### Met1 routing

(6 px per µm) Supply wires on this layer in grey.
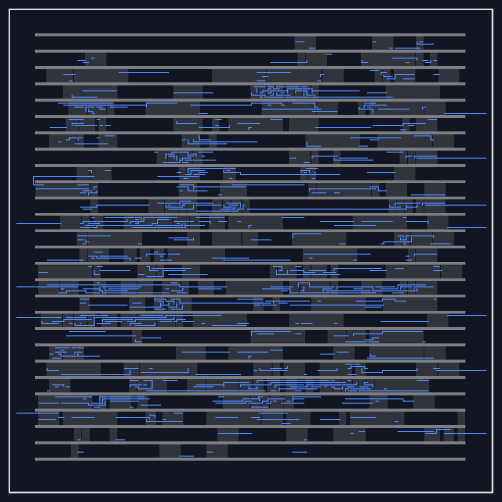
### M2 wires

(6 px per µm)
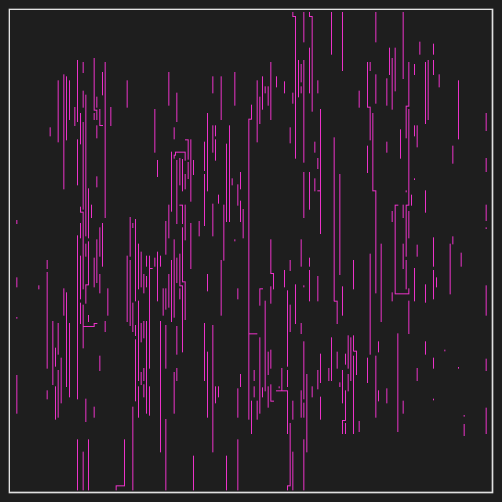
### Routing congestion map

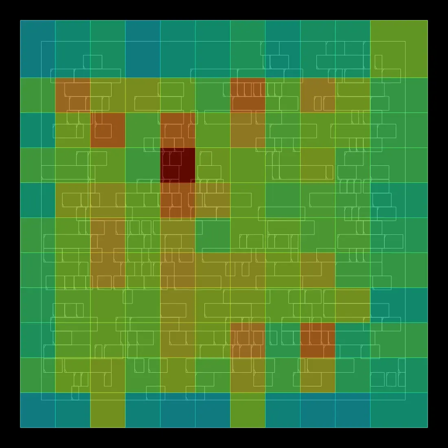
### Metal 3

(8 px per µm)
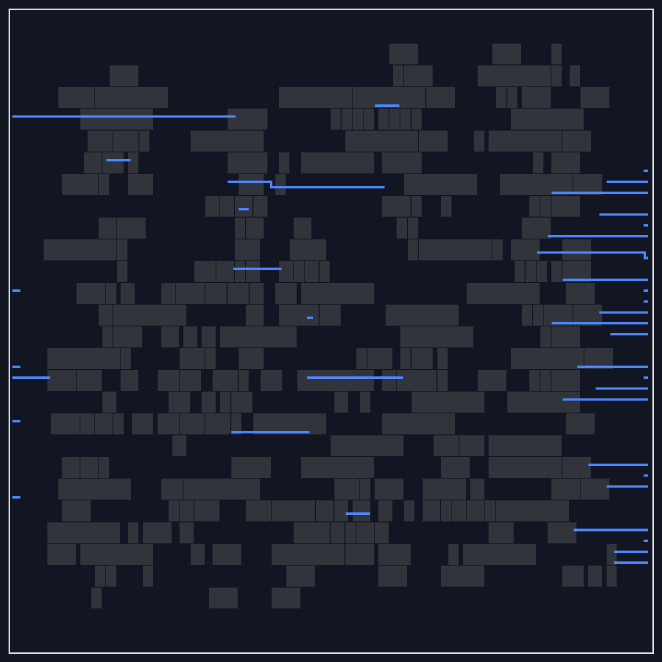
**src/rtl/adxl355_sched_pkg.sv**
```systemverilog
// Shared types and helpers for the ADXL355 read scheduler.
`timescale 1ns/1ps
package adxl355_sched_pkg;

    typedef enum logic [2:0] {
        IDLE = 3'd0,
        CMD  = 3'd1,
        DATA = 3'd2,
        GAP  = 3'd3,
        CPU  = 3'd4
    } state_t;

    localparam logic RD_BIT = 1'b1;

    // ADXL355 SPI command byte: register address in [7:1], read flag in [0].
    function automatic logic [7:0] rd_cmd(input logic [7:0] addr);
        return {addr[6:0], RD_BIT};
    endfunction

endpackage

```
**src/rtl/adxl355_cs_gap.sv**
```systemverilog
// Loadable down-counter timing the chip-select high gap between SPI transactions.
`timescale 1ns/1ps
module adxl355_cs_gap #(
    parameter int CS_GAP_CLKS = 4
) (
    input  logic clk_i,
    input  logic rst_ni,
    input  logic load_i,
    output logic done_o
);

    localparam int CW = $clog2(CS_GAP_CLKS + 1);

    logic [CW-1:0] cnt_q, cnt_d;

    // Loading CS_GAP_CLKS-1 makes done_o rise on the last of CS_GAP_CLKS gap cycles.
    always_comb begin
        cnt_d = cnt_q;
        if (load_i) begin
            cnt_d = CW'(CS_GAP_CLKS - 1);
        end else if (cnt_q != '0) begin
            cnt_d = cnt_q - 1'b1;
        end
    end

    always_ff @(posedge clk_i or negedge rst_ni) begin
        if (!rst_ni) begin
            cnt_q <= '0;
        end else begin
            cnt_q <= cnt_d;
        end
    end

    assign done_o = (cnt_q == '0);

endmodule

```
**src/rtl/adxl355_read_sched.sv**
```systemverilog
// Arbitrates the ADXL355 SPI byte master between drdy-triggered burst reads and ESP32 pass-through.
// Optional ADXL355_TIMESTAMP_EN appends a 16-bit drdy count as two extra buffer bytes per burst.
`timescale 1ns/1ps
module adxl355_read_sched
    import adxl355_sched_pkg::*;
#(
    parameter int         SAMPLE_BYTES = 9,
    parameter logic [7:0] START_REG    = 8'h08,
    parameter int         CS_GAP_CLKS  = 4,
    parameter int         OVR_BITS     = 8
) (
    input  logic                i_clk,
    input  logic                i_rst_n,
    input  logic                i_drdy,
    input  logic                i_cpu_req,
    output logic                o_cpu_gnt,
    output logic                o_spi_csn,
    output logic                o_spi_start,
    output logic [7:0]          o_spi_tx,
    input  logic                i_spi_done,
    input  logic [7:0]          i_spi_rx,
    output logic                o_wr_en,
    output logic [3:0]          o_wr_addr,
    output logic [7:0]          o_wr_data,
    output logic                o_busy,
    output logic [OVR_BITS-1:0] o_overrun_cnt,
    output logic [2:0]          o_dbg_state
);

    localparam logic [3:0] LAST_IDX = 4'(SAMPLE_BYTES - 1);

    state_t              state_q, state_d;
    logic                csn_q, csn_d;
    logic                start_q, start_d;
    logic [7:0]          tx_q, tx_d;
    logic                gnt_q, gnt_d;
    logic                wr_en_q, wr_en_d;
    logic [3:0]          wr_addr_q, wr_addr_d;
    logic [7:0]          wr_data_q, wr_data_d;
    logic [3:0]          idx_q, idx_d;
    logic                pend_q, pend_d;
    logic [OVR_BITS-1:0] ovr_q, ovr_d;
    logic                gap_cpu_q, gap_cpu_d;
    logic                gap_load;
    logic                gap_done;

`ifdef ADXL355_TIMESTAMP_EN
    localparam logic [3:0] TS_HI_IDX = 4'(SAMPLE_BYTES);
    localparam logic [3:0] TS_LO_IDX = 4'(SAMPLE_BYTES + 1);
    logic [15:0] ts_cnt_q, ts_cnt_d;
    logic [15:0] ts_lat_q, ts_lat_d;
`endif

    adxl355_cs_gap #(.CS_GAP_CLKS(CS_GAP_CLKS)) u_cs_gap (
        .clk_i  (i_clk),
        .rst_ni (i_rst_n),
        .load_i (gap_load),
        .done_o (gap_done)
    );

    // SPI byte handshake: o_spi_start is a 1-clk request carrying o_spi_tx; the master
    // answers with a 1-clk i_spi_done and i_spi_rx; a new start is issued only after done.
    always_comb begin
        state_d   = state_q;
        csn_d     = csn_q;
        start_d   = 1'b0;
        tx_d      = tx_q;
        gnt_d     = gnt_q;
        wr_en_d   = 1'b0;
        wr_addr_d = wr_addr_q;
        wr_data_d = wr_data_q;
        idx_d     = idx_q;
        pend_d    = pend_q;
        ovr_d     = ovr_q;
        gap_cpu_d = gap_cpu_q;
        gap_load  = 1'b0;
`ifdef ADXL355_TIMESTAMP_EN
        ts_cnt_d  = ts_cnt_q + 16'(i_drdy);
        ts_lat_d  = ts_lat_q;
`endif

        if (i_drdy && (pend_q || state_q == CMD || state_q == DATA) && ovr_q != '1) begin
            ovr_d = ovr_q + 1'b1;
        end
        if (i_drdy && state_q != IDLE) begin
            pend_d = 1'b1;
        end

        case (state_q)
            IDLE: begin
                if (pend_q || i_drdy) begin
                    state_d = CMD;
                    csn_d   = 1'b0;
                    start_d = 1'b1;
                    tx_d    = rd_cmd(START_REG);
                    pend_d  = 1'b0;
`ifdef ADXL355_TIMESTAMP_EN
                    ts_lat_d = ts_cnt_d;
`endif
                end else if (i_cpu_req) begin
                    state_d = CPU;
                    gnt_d   = 1'b1;
                end
            end
            CMD: begin
                if (i_spi_done) begin
                    state_d = DATA;
                    start_d = 1'b1;
                    tx_d    = 8'h00;
                    idx_d   = 4'd0;
                end
            end
            DATA: begin
`ifdef ADXL355_TIMESTAMP_EN
                // Indices past the last data byte are timestamp writes, one per clock.
                if (idx_q > LAST_IDX) begin
                    wr_en_d   = 1'b1;
                    wr_addr_d = idx_q;
                    wr_data_d = (idx_q == TS_HI_IDX) ? ts_lat_q[15:8] : ts_lat_q[7:0];
                    if (idx_q == TS_LO_IDX) begin
                        state_d   = GAP;
                        gap_load  = 1'b1;
                        gap_cpu_d = 1'b0;
                    end else begin
                        idx_d = idx_q + 4'd1;
                    end
                end else
`endif
                if (i_spi_done) begin
                    wr_en_d   = 1'b1;
                    wr_addr_d = idx_q;
                    wr_data_d = i_spi_rx;
                    if (idx_q < LAST_IDX) begin
                        idx_d   = idx_q + 4'd1;
                        start_d = 1'b1;
                        tx_d    = 8'h00;
                    end else begin
                        csn_d = 1'b1;
`ifdef ADXL355_TIMESTAMP_EN
                        idx_d = idx_q + 4'd1;
`else
                        state_d   = GAP;
                        gap_load  = 1'b1;
                        gap_cpu_d = 1'b0;
`endif
                    end
                end
            end
            GAP: begin
                if (gap_done) begin
                    state_d = IDLE;
                end
            end
            CPU: begin
                if (!i_cpu_req) begin
                    state_d   = GAP;
                    gnt_d     = 1'b0;
                    gap_load  = 1'b1;
                    gap_cpu_d = 1'b1;
                end
            end
            default: state_d = IDLE;
        endcase
    end

    always_ff @(posedge i_clk or negedge i_rst_n) begin
        if (!i_rst_n) begin
            state_q   <= IDLE;
            csn_q     <= 1'b1;
            start_q   <= 1'b0;
            tx_q      <= 8'h00;
            gnt_q     <= 1'b0;
            wr_en_q   <= 1'b0;
            wr_addr_q <= 4'd0;
            wr_data_q <= 8'h00;
            idx_q     <= 4'd0;
            pend_q    <= 1'b0;
            ovr_q     <= '0;
            gap_cpu_q <= 1'b0;
        end else begin
            state_q   <= state_d;
            csn_q     <= csn_d;
            start_q   <= start_d;
            tx_q      <= tx_d;
            gnt_q     <= gnt_d;
            wr_en_q   <= wr_en_d;
            wr_addr_q <= wr_addr_d;
            wr_data_q <= wr_data_d;
            idx_q     <= idx_d;
            pend_q    <= pend_d;
            ovr_q     <= ovr_d;
            gap_cpu_q <= gap_cpu_d;
        end
    end

`ifdef ADXL355_TIMESTAMP_EN
    always_ff @(posedge i_clk or negedge i_rst_n) begin
        if (!i_rst_n) begin
            ts_cnt_q <= 16'h0000;
            ts_lat_q <= 16'h0000;
        end else begin
            ts_cnt_q <= ts_cnt_d;
            ts_lat_q <= ts_lat_d;
        end
    end
`endif

    assign o_cpu_gnt     = gnt_q;
    assign o_spi_csn     = csn_q;
    assign o_spi_start   = start_q;
    assign o_spi_tx      = tx_q;
    assign o_wr_en       = wr_en_q;
    assign o_wr_addr     = wr_addr_q;
    assign o_wr_data     = wr_data_q;
    assign o_overrun_cnt = ovr_q;
    assign o_busy        = (state_q == CMD) || (state_q == DATA) || (state_q == GAP && !gap_cpu_q);
    assign o_dbg_state   = state_q;

endmodule
```
**config.mk**
```make
export PLATFORM = sky130hd
export DESIGN_NAME = adxl355_read_sched
export DESIGN_NICKNAME = d
export VERILOG_FILES = /design/src/rtl/adxl355_sched_pkg.sv /design/src/rtl/adxl355_cs_gap.sv /design/src/rtl/adxl355_read_sched.sv
export SDC_FILE = /design/constraint.sdc
export NUM_CORES = 1
export LEC_CHECK = 0
export CAP_MARGIN = 30
export CELL_PAD_IN_SITES_DETAIL_PLACEMENT = 0
export CELL_PAD_IN_SITES_GLOBAL_PLACEMENT = 1
export CORE_MARGIN = 4
export CORE_UTILIZATION = 36
export CTS_CLUSTER_DIAMETER = 60
export DETAILED_ROUTE_END_ITERATION = 16
export GPL_ROUTABILITY_DRIVEN = 0
export PLACE_DENSITY_LB_ADDON = 0.1
export SLEW_MARGIN = 20
export SYNTH_ARGS = -nofsm -noshare
export SYNTH_HDL_FRONTEND = slang
export SYNTH_HIERARCHICAL = 1
export SYNTH_SLANG_ARGS = --single-unit
```
**constraint.sdc**
```tcl
create_clock -name i_clk -period 2 [get_ports i_clk]
set_clock_uncertainty 0.05 [all_clocks]
set_input_delay 0.4 -clock i_clk [delete_from_list [all_inputs] [get_ports i_clk]]
set_output_delay 0.4 -clock i_clk [all_outputs]
set_load 0.005 [all_outputs]
```
==> results.cfg <==
; flow metrics
[synth]
synth_seq_share_pct = 49.3
ys_cells = 198
syn-mean-instance-area_um2 = 9.50
synthFlopType = dfrtp_1
yosys_warnings = 6
common_cells = 42 x nand2_1, 36 x dfrtp_1, 14 x nor2_1

[cts]
clkTransAtPathRegs_ps = 70
postCtsSetupBuffers = 1
clk_latency_ps = 280
cts_resized = 2

[worst_setup_path]
cpPeakStageDelay_ps = 500
cp_cell_sequence = buf_4, buf_4, clkdlybuf4s50_1
worst-path-buf-inv = 3
path_class = flip-flop to output port
crit_cells = 3

[power]
pg_clk_uw = 523
p_seq_share_pct = 38.9
top_power_group = combinational logic
p_sw_share_pct = 34.6
p_sw_mw = 1.17

[timing]
fin_setup_tns_ps = 0
finalHoldViolCount = 0
period_used_pct = 96.4
setup_ws_ps = 72.5
fin_crit_ps = 1930
maxSlewViolCount = 0

[route]
met1_length_mm = 1.81
drc = 0

[status]
status = complete, no violations

[die]
die_area_um2 = 6450
core_um2 = 5070
die_h_um = 80.3

[placed_design]
post-place-ws_ps = 93.7
dp.cells = 311

[worst_hold_path]
min_path_type = input port to asynchronous set/reset pin

[finish]
layout.nets = 266
area_growth_pct = 32.1
Notes on 'Met1 routing' above:
The layer holds 45% of the routed length. The longest straight run is 26.4 µm. 235 nets have wire on it. The layer carries 1810 µm of wire. The wires run mostly horizontal.

Notes on 'M2 wires' above:
The layer carries 1970 µm of wire. The longest straight run is 50.0 µm. The wires run mostly vertical. 216 nets have wire on it.

Notes on 'Routing congestion map' above:
met1 usage: 17.8%
GRT Overall Usage: 14.0%
global routing's busiest layer: met2

Notes on 'Metal 3' above:
The wires run mostly horizontal. The longest straight run is 27.6 µm.

cells by family after synthesis:
logic type	Yosys count	synth area share (%)
flops	37	49.3
other cells	1	0.199
mux	7	4.32
compound gates	29	10.7
buf+inv	24	6.78
simple gates	91	23.7
xor+xnor	5	2.33
fa+ha+maj	4	2.66
area by class of cell:
type                       count  area [µm²]
fill                         489        2590
sequential                    37         928
multi-input combinational    142         846
timing repair buffer          54         504
tap                           70        87.6
clock buffer                   7        86.3
inverter                       9        33.8
metal layers:
| layer | up-vias | global-route usage, % |
|---|---|---|
| li1 | 753 | - |
| met5 | - | 0 |
| met2 | 43 | 23.1 |
| met4 | 0 | 4.05 |
| met3 | 6 | 3.81 |
| met1 | 700 | 17.8 |
